Figure 1. M1 wires (run 1).
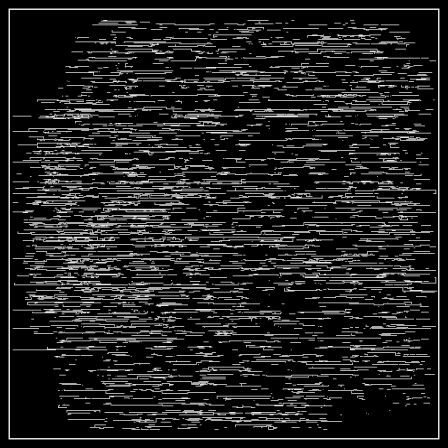
Figure 2. Signal wires on met2 (run 1).
Bar = 50 um. Cells faint in the background.
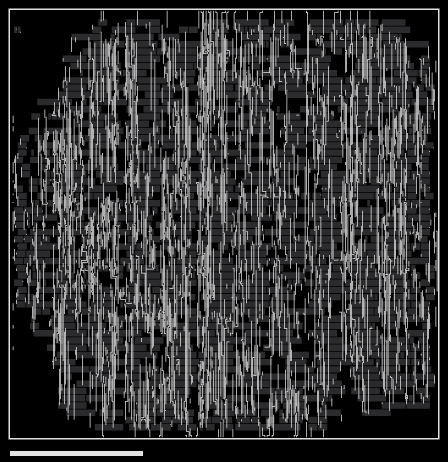
Figure 3. Met3 routing (run 1).
Bar = 50 um.
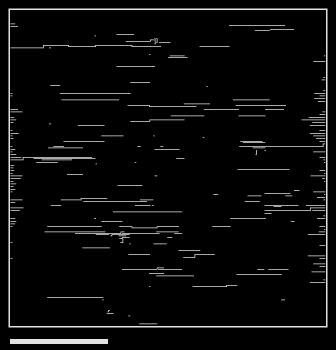
Figure 4. Signal wires on met4 (run 1).
Cells faint in the background.
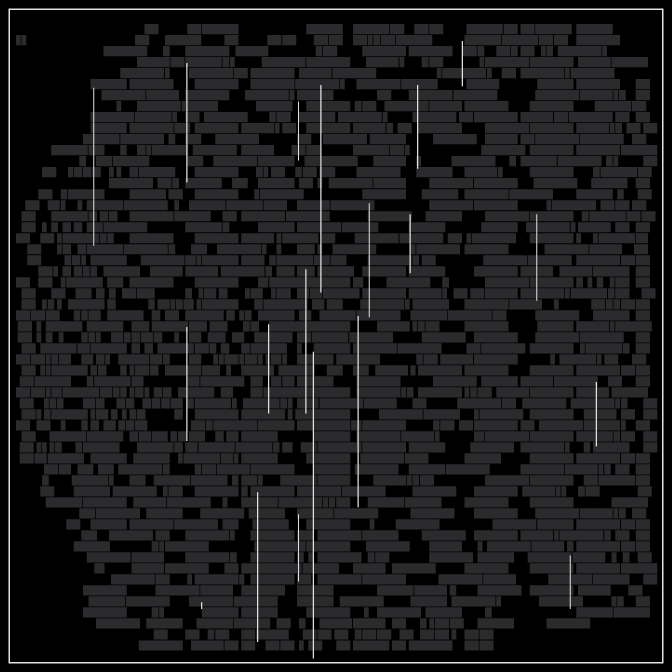
==> src/rtl/fetch_pkg.sv <==
// Shared types and constants for the instruction fetch/prefetch path.
// A fetch entry pairs a returned instruction word with the byte PC it was fetched from.
package fetch_pkg;

    localparam int          INSTR_W = 32;
    localparam logic [31:0] PC_INC  = 32'd4;

    typedef struct packed {
        logic [31:0]        pc;
        logic [INSTR_W-1:0] instr;
    } fetch_entry_t;

endpackage

==> src/rtl/fetch_queue.sv <==
// Synchronous prefetch FIFO of fetch entries with a registered head.
// The head holds its last value when the queue empties or is flushed.
module fetch_queue
    import fetch_pkg::*;
#(
    parameter int DEPTH = 4
)
(
    input  logic                   clk,
    input  logic                   reset,
    input  logic                   push,
    input  logic [31:0]            push_pc,
    input  logic [INSTR_W-1:0]     push_instr,
    input  logic                   pop,
    input  logic                   flush,
    output logic [$clog2(DEPTH):0] count,
    output logic [31:0]            head_pc,
    output logic [INSTR_W-1:0]     head_instr
);

    localparam int PTR_W = $clog2(DEPTH);
    localparam int CNT_W = PTR_W + 1;

    fetch_entry_t     mem [DEPTH];
    fetch_entry_t     head_q;
    fetch_entry_t     head_next;
    fetch_entry_t     push_entry;
    logic [PTR_W-1:0] rd_ptr;
    logic [PTR_W-1:0] wr_ptr;
    logic [PTR_W-1:0] rd_ptr_inc;
    logic             do_push;
    logic             do_pop;

    assign push_entry = '{pc: push_pc, instr: push_instr};
    assign do_push    = push && !flush;
    assign do_pop     = pop && !flush && (count != '0);
    assign rd_ptr_inc = rd_ptr + 1'b1;
    assign head_pc    = head_q.pc;
    assign head_instr = head_q.instr;

    always_ff @(posedge clk) begin
        if (do_push) begin
            mem[wr_ptr] <= push_entry;
        end
    end

    // The next head is either the entry behind the current head or a word
    // pushed straight into an empty (or emptying) queue.
    always_comb begin
        head_next = head_q;
        if (do_pop) begin
            if (count > CNT_W'(1)) begin
                head_next = mem[rd_ptr_inc];
            end else if (do_push) begin
                head_next = push_entry;
            end
        end else if ((count == '0) && do_push) begin
            head_next = push_entry;
        end
    end

    always_ff @(posedge clk or posedge reset) begin
        if (reset) begin
            rd_ptr <= '0;
            wr_ptr <= '0;
            count  <= '0;
            head_q <= '0;
        end else if (flush) begin
            rd_ptr <= '0;
            wr_ptr <= '0;
            count  <= '0;
        end else begin
            if (do_push) begin
                wr_ptr <= wr_ptr + 1'b1;
            end
            if (do_pop) begin
                rd_ptr <= rd_ptr_inc;
            end
            case ({do_push, do_pop})
                2'b10:   count <= count + 1'b1;
                2'b01:   count <= count - 1'b1;
                default: count <= count;
            endcase
            head_q <= head_next;
        end
    end

endmodule

==> src/rtl/fetch_prefetch_unit.sv <==
// Instruction ROM initiator: issues word addresses, captures 1-cycle read data into a
// prefetch queue, and serves it downstream via valid/ready with redirect support.
module fetch_prefetch_unit
    import fetch_pkg::*;
#(
    parameter int          DEPTH    = 4,
    parameter int          ADDR_W   = 10,
    parameter logic [31:0] RESET_PC = 32'h0
)
(
    input  logic               clk,
    input  logic               reset,
    output logic [ADDR_W-1:0]  rom_addr,
    input  logic [INSTR_W-1:0] rom_dout,
    input  logic               redirect,
    input  logic [31:0]        redirect_pc,
    output logic               out_valid,
    output logic [INSTR_W-1:0] out_instr,
    output logic [31:0]        out_pc,
    input  logic               out_ready
);

    localparam int CNT_W = $clog2(DEPTH) + 1;

    logic [31:0]      pc;
    logic [31:0]      inflight_pc;
    logic [31:0]      redirect_target;
    logic             inflight;
    logic             issue_fire;
    logic             push;
    logic             pop;
    logic [CNT_W-1:0] count;
    logic [CNT_W-1:0] credit_used;

    assign rom_addr        = pc[ADDR_W+1:2];
    assign redirect_target = redirect_pc & ~32'h3;

    // A fetch is only issued when a queue slot is reserved for its response,
    // so the queue can never be written while full.
    assign credit_used = count + CNT_W'(inflight);
    assign issue_fire  = !redirect && (credit_used < CNT_W'(DEPTH));
    assign push        = inflight && !redirect;
    assign pop         = out_valid && out_ready;
    assign out_valid   = (count != '0);

    always_ff @(posedge clk or posedge reset) begin
        if (reset) begin
            pc          <= RESET_PC;
            inflight    <= 1'b0;
            inflight_pc <= '0;
        end else if (redirect) begin
            pc       <= redirect_target;
            inflight <= 1'b0;
        end else if (issue_fire) begin
            pc          <= pc + PC_INC;
            inflight    <= 1'b1;
            inflight_pc <= pc;
        end else begin
            inflight <= 1'b0;
        end
    end

    fetch_queue #(
        .DEPTH(DEPTH)
    ) u_queue (
        .clk        (clk),
        .reset      (reset),
        .push       (push),
        .push_pc    (inflight_pc),
        .push_instr (rom_dout),
        .pop        (pop),
        .flush      (redirect),
        .count      (count),
        .head_pc    (out_pc),
        .head_instr (out_instr)
    );

endmodule

==> config.mk <==
export PLATFORM = sky130hd
export DESIGN_NAME = fetch_prefetch_unit
export DESIGN_NICKNAME = d
export VERILOG_FILES = /design/src/rtl/fetch_pkg.sv /design/src/rtl/fetch_queue.sv /design/src/rtl/fetch_prefetch_unit.sv
export SDC_FILE = /design/constraint.sdc
export NUM_CORES = 1
export LEC_CHECK = 0
export CORE_MARGIN = 1
export CORE_UTILIZATION = 60
export DETAILED_ROUTE_END_ITERATION = 7
export MAX_ROUTING_LAYER = met4
export PLACE_DENSITY = 0.85
export REMOVE_ABC_BUFFERS = 1
export SLEW_MARGIN = 20
export SYNTH_ARGS = -nofsm -noshare
export SYNTH_HDL_FRONTEND = slang
export SYNTH_SLANG_ARGS = --single-unit
==> constraint.sdc <==
create_clock -name clk -period 7.04 [get_ports clk]
set_input_delay 1.76 -clock clk [delete_from_list [all_inputs] [get_ports clk]]
set_output_delay 1.76 -clock clk [all_outputs]
set_load 0.01 [all_outputs]
==> results.env, run 1 <==
SYNTH.LOGIC.TOP_FAMILY='multiplexers'
RUN_STATUS='complete, no violations'
RSZ0062_AT_GRT='no'
POSTSYNTHSEQSHARE_PCT=70.4
SYNTH.MUX.AREA_FRACTION_PCT=15.8
SETUP.WORST_PATH.END_CLASS='flop'
DOMINANT-CELL-CLASS='sequential cells'
CRIT_PATH_START_KIND='primary input'
CRITPATHLAUNCH='redirect'
SYN_AREA_SQ_UM=15200
TOP_CELLS_BY_AREA='edfxtp_1, dfrtp_1, mux4_2'
MAX-CAP-VIOLATIONS=0
FINALHOLDVIOLCOUNT=0
LARGEST_AREA_CELL='edfxtp_1'
MULTIINPUTCOMBCELLCOUNT=478
ANTENNA_FOUND_INITIAL=0
FINAL_CORE_UTILIZATION_PCT=73.0
FINAL.SETUP.TNS_NS=0
POSTCTSSETUPBUFFERS=0
CRIT_END='u_queue.head_instr[19]$_DFFE_PP0P_'
FLOORPLAN.CORE_AREA_SQ_UM=24600
TRITONCTS='yes'
NFILLCELLS=1467
FINAL-NONCLK-BUF-SHARE_PCT=8.07
TIGHTESTPINTRANSITION_NS=1.08
COMB_AREA_SHARE_PCT=23.3
WORST_SETUP_HOLD_PATH_CLK_SLEW_NS=0.06
POSTPLACECELLAREA_SQ_UM=16800
HOLDCRITPATHCLASS='reg -> reg'
ROUTE.MET3.WL_UM=1710
YOSYS_AREA_SQ_UM=15200
SHARE_OF_POWER_BURNED_IN_COMBINATIONAL_LOGIC_PCT=23.7
CLKLATENCYLATEPIN_NS=0.53
TOTAL_LEAKAGE_POWER_nW=6.57
NETLIST.AREA_LEADER.SHARE_PCT=49.0
WORSTPATHARRIVAL_NS=4.79
LARGEST_NET_DEGREE_AT_THE_START_OF_GLOBAL_ROUTING=81
DETAILEDROUTE.FIRSTPASSITERATIONCOUNT=5
GRT_UTIL_ALL_LAYERS_PCT=25.2
CTS_ROOT_BUFFER='clkbuf_16'
CLOCK.FMAX_MHz=230
DPL_WIRE_LENGTH_UM=17400
POWER_SWITCHING_mW=1.86
PLACED_CELLS_INCL_TAPS=1335
SYNTH.AVG_CELL_AREA_SQ_UM=16.4
MET2WIRELENGTH_UM=15100
TIMING.FINAL.CRIT_SHARE_PCT=61.7
TIMING.REG2REG.SETUP_SLACK_NS=4.11
LAYOUT.CLOCK.CELL_AREA_SHARE_PCT=6.57
GLOBALROUTEOVERFLOWTOTAL=0
HOLD-PATH-CELL-COUNT=1
NETSWITCHINGFRACTION_PCT=28.0
CRIT-REG2REG-CAPTURE='u_queue.head_instr[19]$_DFFE_PP0P_'
DRT_ITER0_DRCS=745
MULTI_INPUT_COMB_AREA_SQ_UM=4190
CTS_SINKS=378
FLOORPLAN.TAPCELLS=324
R2R_START='u_queue.count[0]$_DFFE_PP0P_'
POWER.INTERNAL_mW=4.79
WORST_IR_DROP_VDD_V=0.000173
WORST-ENDPOINT-REQUIRED_NS=7.48
GP_ROUTABILITY_CONGESTION=0.858
FP_UTIL_PCT=61.7
ANTENNA_VIOLATING_NETS_POST_ROUTE=0
FP.DIEH_UM=161
SLEW_HEADROOM_PCT=27.4
HOLDBUFCOUNTCTS=0
ROUTE.TOP_LAYER_USED='met4'
Notes on Figure 1 above:
nets with wire on the layer = 1,009
main direction = horizontal
share of all routed wire = 43%
wire length on this layer = 13,000 um
Final Routed Wirelength: 30,400 um
met1 usage: 34.7%

Notes on Figure 2 above:
nets with wire on the layer = 975
main direction = vertical
wire length on this layer = 15,100 um
grt met2 use: 40.0%
total vias in the final route: 8,434

Notes on Figure 3 above:
nets with wire on the layer = 151
main direction = horizontal
wire length on this layer = 1,710 um
share of all routed wire = 5.6%
met3 global-route usage: 3.83%

Notes on Figure 4 above:
wire length on this layer = 518 um
nets with wire on the layer = 11
share of all routed wire = 1.7%
main direction = vertical

## run 1: power groups by stage
stage / Sequential (mW) / Combinational (mW) / Clock, mW
after floorplan: 3.25 / 0.837 / 0
after global placement: 3.17 / 1.53 / 0
after detailed placement: 3.20 / 1.58 / 0
after CTS: 3.17 / 1.60 / 1.94
after global routing: 3.21 / 1.70 / 2.03
final: 3.17 / 1.57 / 1.91
## run 1: worst max-delay path: stages
cell and delay (ns):
clkdlybuf4s50_1 1.01, clkinv_1 0.68, o2111ai_4 0.27, buf_4 0.67, nor2_1 0.16, a21oi_1 0.16
## run 1: state kept, by name (all words and copies together), names as in the netlist
name,flops
inflight,1
u_queue.head_instr,32
inflight_pc,30
pc,30
u_queue.count,3
u_queue.rd_ptr,2
u_queue.mem,248
u_queue.head_pc,30
u_queue.wr_ptr,2
Figure 5. Routing congestion (run 1).
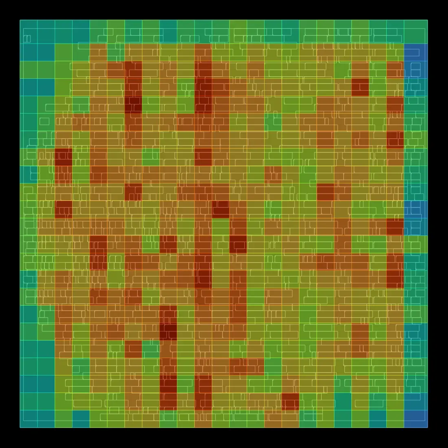

==> run 2: changes to the inputs <==
- CORE_UTILIZATION: 60 -> 57
- PLACE_DENSITY: 0.85 -> 0.81
- clock period: 7.04 -> 4 ns (I/O delays scaled with it)
Figure 6. Routing congestion (run 2).
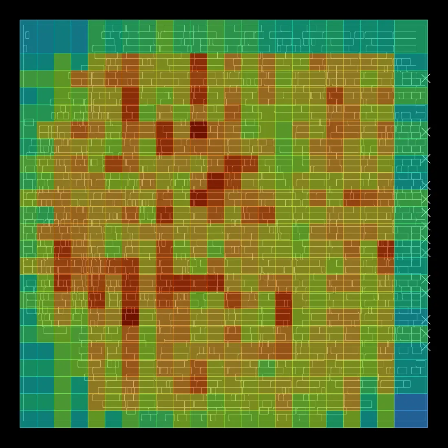
grt met2 use: 37.0%
met1 usage: 33.3%
most crowded layer after global routing: met2
met3 global-route usage: 3.65%
global routing usage summed across all routing layers: 23.7%

Figure 7. Signal wires on met2 (run 2).
Bar = 50 um. Cells faint in the background.
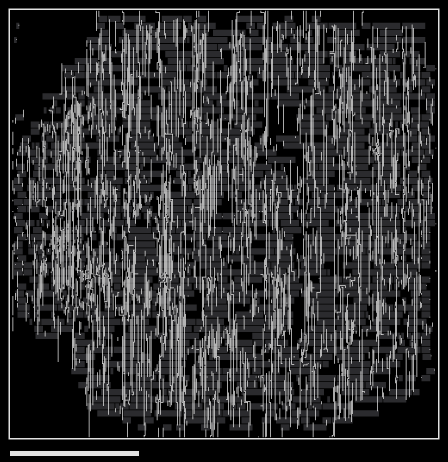
longest straight run = 84.0 um
main direction = vertical
wire length on this layer = 14,500 um
share of all routed wire = 48%
nets with wire on the layer = 981
Final Routed Wirelength: 30,200 um
total vias in the final route: 8,402

==> run 2 against run 1 <==
The run now ends with DRC left. Non-clock buffer count grew 22. Hold slack gained 0.020 ns. Synthesized cell count is the same. Count of clock-buffer cells in the layout grew 3. Die area grew 5.2%. Register-to-register slack lost 2.9 ns. Core utilization shrank 3.2 points. Wire length shrank 0.39%.
==> results.env, run 2 <==
RUN_STATUS='finished, violations left'  # was complete, no violations
FAILING_CHECKS='DRC'
SETUP.WORST_PATH.END_CLASS='output pin'  # was flop
ANTENNA_FOUND_INITIAL=0  # unchanged
GP_ROUTABILITY_CONGESTION=0.836  # was 0.858
SHARE_OF_POWER_BURNED_IN_COMBINATIONAL_LOGIC_PCT=23.5  # was 23.7%
GLOBALROUTEOVERFLOWTOTAL=0  # unchanged
CRIT-REG2REG-CAPTURE='u_queue.head_instr[10]$_DFFE_PP0P_'  # was u_queue.head_instr[19]$_DFFE_PP0P_
PLACED_CELLS_INCL_TAPS=1368  # was 1,335
ROUTE.TOP_LAYER_USED='met4'  # unchanged
SYNTH.MUX.AREA_FRACTION_PCT=15.8  # unchanged
NFILLCELLS=1700  # was 1,467
WORST-ENDPOINT-REQUIRED_NS=3.00  # was 7.48 ns
HOLD-PATH-CELL-COUNT=1  # unchanged
FLOORPLAN.CORE_AREA_SQ_UM=26100  # was 24,600 sq um
SYNTH.AVG_CELL_AREA_SQ_UM=16.4  # unchanged
LARGEST_AREA_CELL='edfxtp_1'  # unchanged
CLKLATENCYLATEPIN_NS=0.51  # was 0.53 ns
LARGEST_NET_DEGREE_AT_THE_START_OF_GLOBAL_ROUTING=125  # was 81
DRT_ITER0_DRCS=629  # was 745
DRC=28  # was 0
TOTAL_LEAKAGE_POWER_nW=6.74  # was 6.57 nW
COMB_CELL_POWER_mW=2.78  # was 1.57 mW
DPL_WIRE_LENGTH_UM=18600  # was 17,400 um
LARGEST_REGISTER='u_queue.mem'  # unchanged
CRIT_END='out_valid'  # was u_queue.head_instr[19]$_DFFE_PP0P_
R2R_START='u_queue.count[0]$_DFFE_PP0P_'  # unchanged
RSZ0062_AT_GRT='no'  # unchanged
TIGHTESTPINTRANSITION_NS=0.808  # was 1.08 ns
POSTPLACECELLAREA_SQ_UM=17100  # was 16,800 sq um
POWERCLK_mW=3.43  # was 1.91 mW
WORST_SETUP_HOLD_PATH_CLK_SLEW_NS=0.06  # about the same
FINALHOLDVIOLCOUNT=0  # unchanged
ANTENNA_VIOLATING_NETS_POST_ROUTE=0  # unchanged
POWER_SWITCHING_mW=3.25  # was 1.86 mW
CRIT_PATH_START_KIND='flop'  # was primary input
NETLIST.AREA_LEADER.SHARE_PCT=49.0  # unchanged
DETAILEDROUTE.FIRSTPASSITERATIONCOUNT=7  # was 5
MAX-CAP-VIOLATIONS=0  # unchanged
TIMING.REG2REG.SETUP_SLACK_NS=1.26  # was 4.11 ns
POWER.INTERNAL_mW=8.59  # was 4.79 mW
ROUTE.MET3.WL_UM=2130  # was 1710 um
CTS_ROOT_BUFFER='clkbuf_16'  # unchanged
CTS_SINKS=378  # unchanged
SYN_AREA_SQ_UM=15200  # unchanged
LARGEST_REGISTER_FFS=248  # unchanged
YOSYS_AREA_SQ_UM=15200  # unchanged
run 2: cell count changes in the layout (fill, tap and decap cells not counted), sizes merged:
cell | previous run | this run
buf | 9 | 31
bufinv | 2 | 3
clkbuf | 51 | 54
clkinv | 15 | 8
clkinvlp | 2 | 1
run 2: layout make-up:
class                           count  area, sq um  share of cell area [%]
Multi-Input combinational cell    478         4190                    23.0
Clock inverter                     11          131                   0.720
Timing Repair Buffer              169         1700                    9.32
Inverter                            8         35.0                   0.192
Sequential cell                   378        10700                    58.7
Clock buffer                       54         1070                    5.87
Tap cell                          335          419                    2.30
run 2: critical path: stages, from the launching register on:
cell and delay (ns):
dfrtp_1 0.43, inv_1 0.13, ha_1 0.22, nand2b_1 0.21, clkdlybuf4s50_1 0.64
Figure 8. M1 wires (run 2).
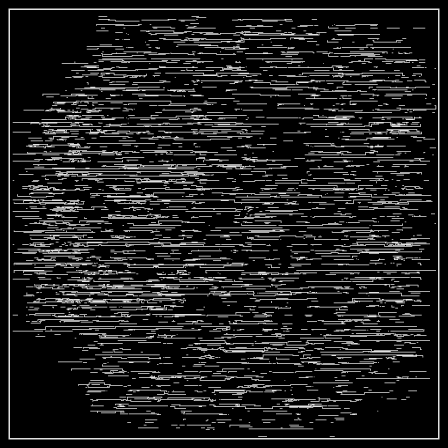

==> run 3: changes to the inputs <==
- CORE_UTILIZATION: 57 -> 52
- PLACE_DENSITY: 0.81 -> 0.78
- clock period: 4 -> 2.6 ns (I/O delays scaled with it)
Figure 9. M1 wires (run 3).
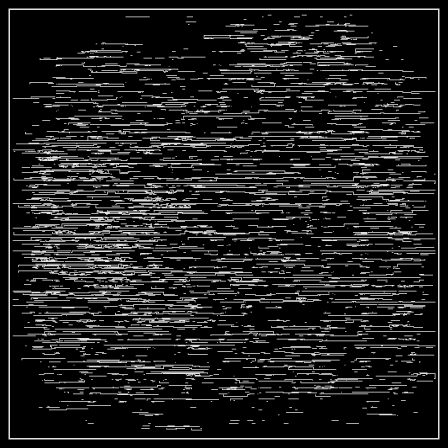
main direction = horizontal
share of all routed wire = 45%
longest straight run = 46.5 um
wire length on this layer = 13,600 um
nets with wire on the layer = 1,029
total vias in the final route: 8,430
met1 usage: 30.4%

Figure 10. Signal wires on met4 (run 3).
Cells faint in the background.
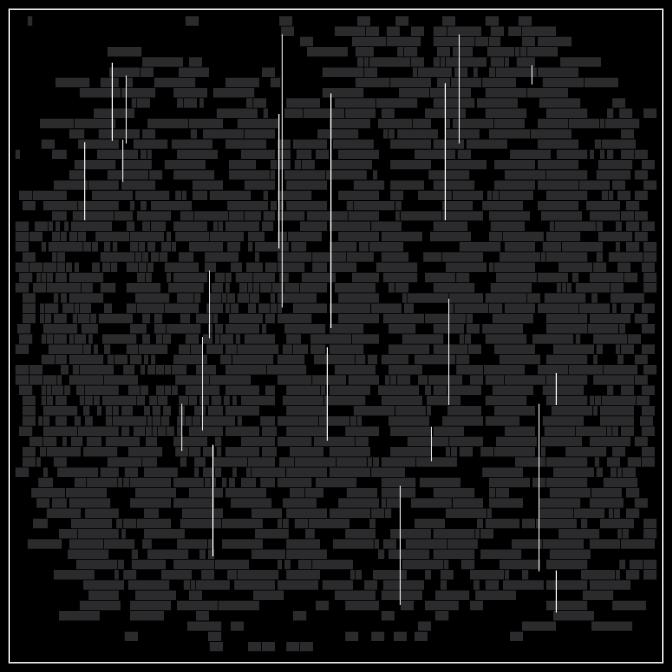
Final Routed Wirelength: 30,500 um

==> run 3 against run 2 <==
The flow now finishes without violations. Setup slack got worse by 0.67 ns. Wire length increased by 0.92%. Sequential share of layout area decreased by 1.4 points. Count of clock-buffer cells in the layout increased by 9. Sequential power increased by 53%. Core utilization decreased by 4.7 points. Via count increased by 0.33%. Non-clock buffer count increased by 10.
==> results.env, run 3 <==
NON_CLOCK_BUFFER_COUNT=179  # was 169
DETAILEDROUTE.FIRSTPASSITERATIONCOUNT=5  # was 7
FINAL.SETUP.TNS_NS=0  # unchanged
PLACED_CELLS_INCL_TAPS=1427  # was 1,368
CRIT-REG2REG-CAPTURE='pc[26]$_DFFE_PP0N_'  # was u_queue.head_instr[10]$_DFFE_PP0P_
GRT_UTIL_ALL_LAYERS_PCT=22.1  # was 23.7%
NFILLCELLS=2037  # was 1,700
LARGEST_REGISTER_FFS=248  # unchanged
RUN_STATUS='complete, no violations'  # was finished, violations left
FP.DIEH_UM=173  # was 165 um
CP.BUFFERS_INVERTERS=2  # unchanged
GP_ROUTABILITY_CONGESTION=0.823  # was 0.836
COMB_CELL_POWER_mW=4.41  # was 2.78 mW
NUMSEQUENTIALCELLS=378  # unchanged
NETLIST.AREA_LEADER.SHARE_PCT=49.0  # unchanged
POWERCLK_mW=5.71  # was 3.43 mW
POSTPLACECELLAREA_SQ_UM=17300  # was 17,100 sq um
PWR.GROUP.SEQUENTIAL_mW=8.60  # was 5.63 mW
CTS_SINKS=378  # unchanged
DRT_ITER0_DRCS=462  # was 629
FP_UTIL_PCT=52.9  # was 58.1%
WORST_SETUP_HOLD_PATH_CLK_SLEW_NS=0.06  # about the same
SYNTH.LOGIC.TOP_FAMILY='multiplexers'  # unchanged
SH_SEQ_AREA_PCT=57.3  # was 58.7%
FINAL-NONCLK-BUF-SHARE_PCT=10.2  # was 9.32%
TIMING.FINAL.CRIT_SHARE_PCT=92.4
CLKLATENCYLATEPIN_NS=0.53  # was 0.51 ns
CRITPATHLAUNCH='u_queue.count[0]$_DFFE_PP0P_'  # unchanged
LARGEST_REGISTER='u_queue.mem'  # unchanged
ANTENNA_FOUND_INITIAL=0  # unchanged
TIGHTESTPINTRANSITION_NS=0.638  # was 0.808 ns
CTS_ROOT_BUFFER='clkbuf_16'  # unchanged
FLOORPLAN.TAPCELLS=384  # was 335
NETSWITCHINGFRACTION_PCT=27.3  # was 27.4%
AREA.SEQUENTIAL_SQ_UM=10700  # about the same
FLOORPLAN.CORE_AREA_SQ_UM=28700  # was 26,100 sq um
TIMING.REG2REG.SETUP_SLACK_NS=0.33  # was 1.26 ns
MAX-CAP-VIOLATIONS=0  # unchanged
ANTENNA_VIOLATING_NETS_POST_ROUTE=0  # unchanged
INVERTERS_EXCL_CLOCK=8  # unchanged
POSTCTSSETUPBUFFERS=0  # unchanged
SLOWEST_STAGE='dfrtp_1'  # was clkdlybuf4s50_1
SYNTH.MUX.AREA_FRACTION_PCT=15.8  # unchanged
TRITONCTS='yes'  # unchanged
CRIT_PATH_CELL_TRACE='inv_1 > ha_1 > nand2b_2 > dlygate4sd2_1'  # was inv_1 > ha_1 > nand2b_1 > clkdlybuf4s50_1
HOLDCRITPATHCLASS='in -> async'  # was reg -> reg
FINALHOLDVIOLCOUNT=0  # unchanged
LAYOUT.CLOCK_BUFFERS=63  # was 54
DPL_WIRE_LENGTH_UM=19100  # was 18,600 um
YOSYS_AREA_SQ_UM=15200  # unchanged
WORST-ENDPOINT-REQUIRED_NS=1.95  # was 3.00 ns
SHARE_OF_POWER_BURNED_IN_COMBINATIONAL_LOGIC_PCT=23.6  # was 23.5%
MULTI_INPUT_COMB_AREA_SQ_UM=4190  # about the same
TIMING.CRITICAL_PATH.SLOWEST_CELL_DELAY_NS=0.42  # was 0.64 ns
POSTSYNTHSEQSHARE_PCT=70.4  # unchanged
CRIT_END='out_valid'  # unchanged
POWER.INTERNAL_mW=13.6  # was 8.59 mW
FINAL_CORE_UTILIZATION_PCT=65.1  # was 69.8%
POWER_TOP_CONSUMER='sequential cells'  # unchanged
SYN_AREA_SQ_UM=15200  # unchanged
GLOBALROUTEOVERFLOWTOTAL=0  # unchanged
## run 3: cell counts after synthesis
No cell type changed its count.
## run 3: logic make-up after synthesis
kind of cell / after synthesis
other: 1
XOR/XNOR: 30
AND/OR/NAND/NOR: 177
flip-flops: 378
AND-OR/OR-AND: 102
buffers and inverters: 69
multiplexers: 158
adder cells (fa/ha/maj): 9
## run 3: timing repair
item,4_1_cts,5_1_grt
endpoints found under the setup margin,1,0
hold buffers,0,0
gates resized,2,0
## run 3: metal layers
layer	share of wire [%]	global-route usage (%)	vias to the layer above
met1	45	30.4	4322
li1	-	-	3821
met4	1.8	5.46	0
met5	0	-	-
met2	49	35.0	238
met3	4.4	3.19	49
Power and IR drop assume default switching activity.
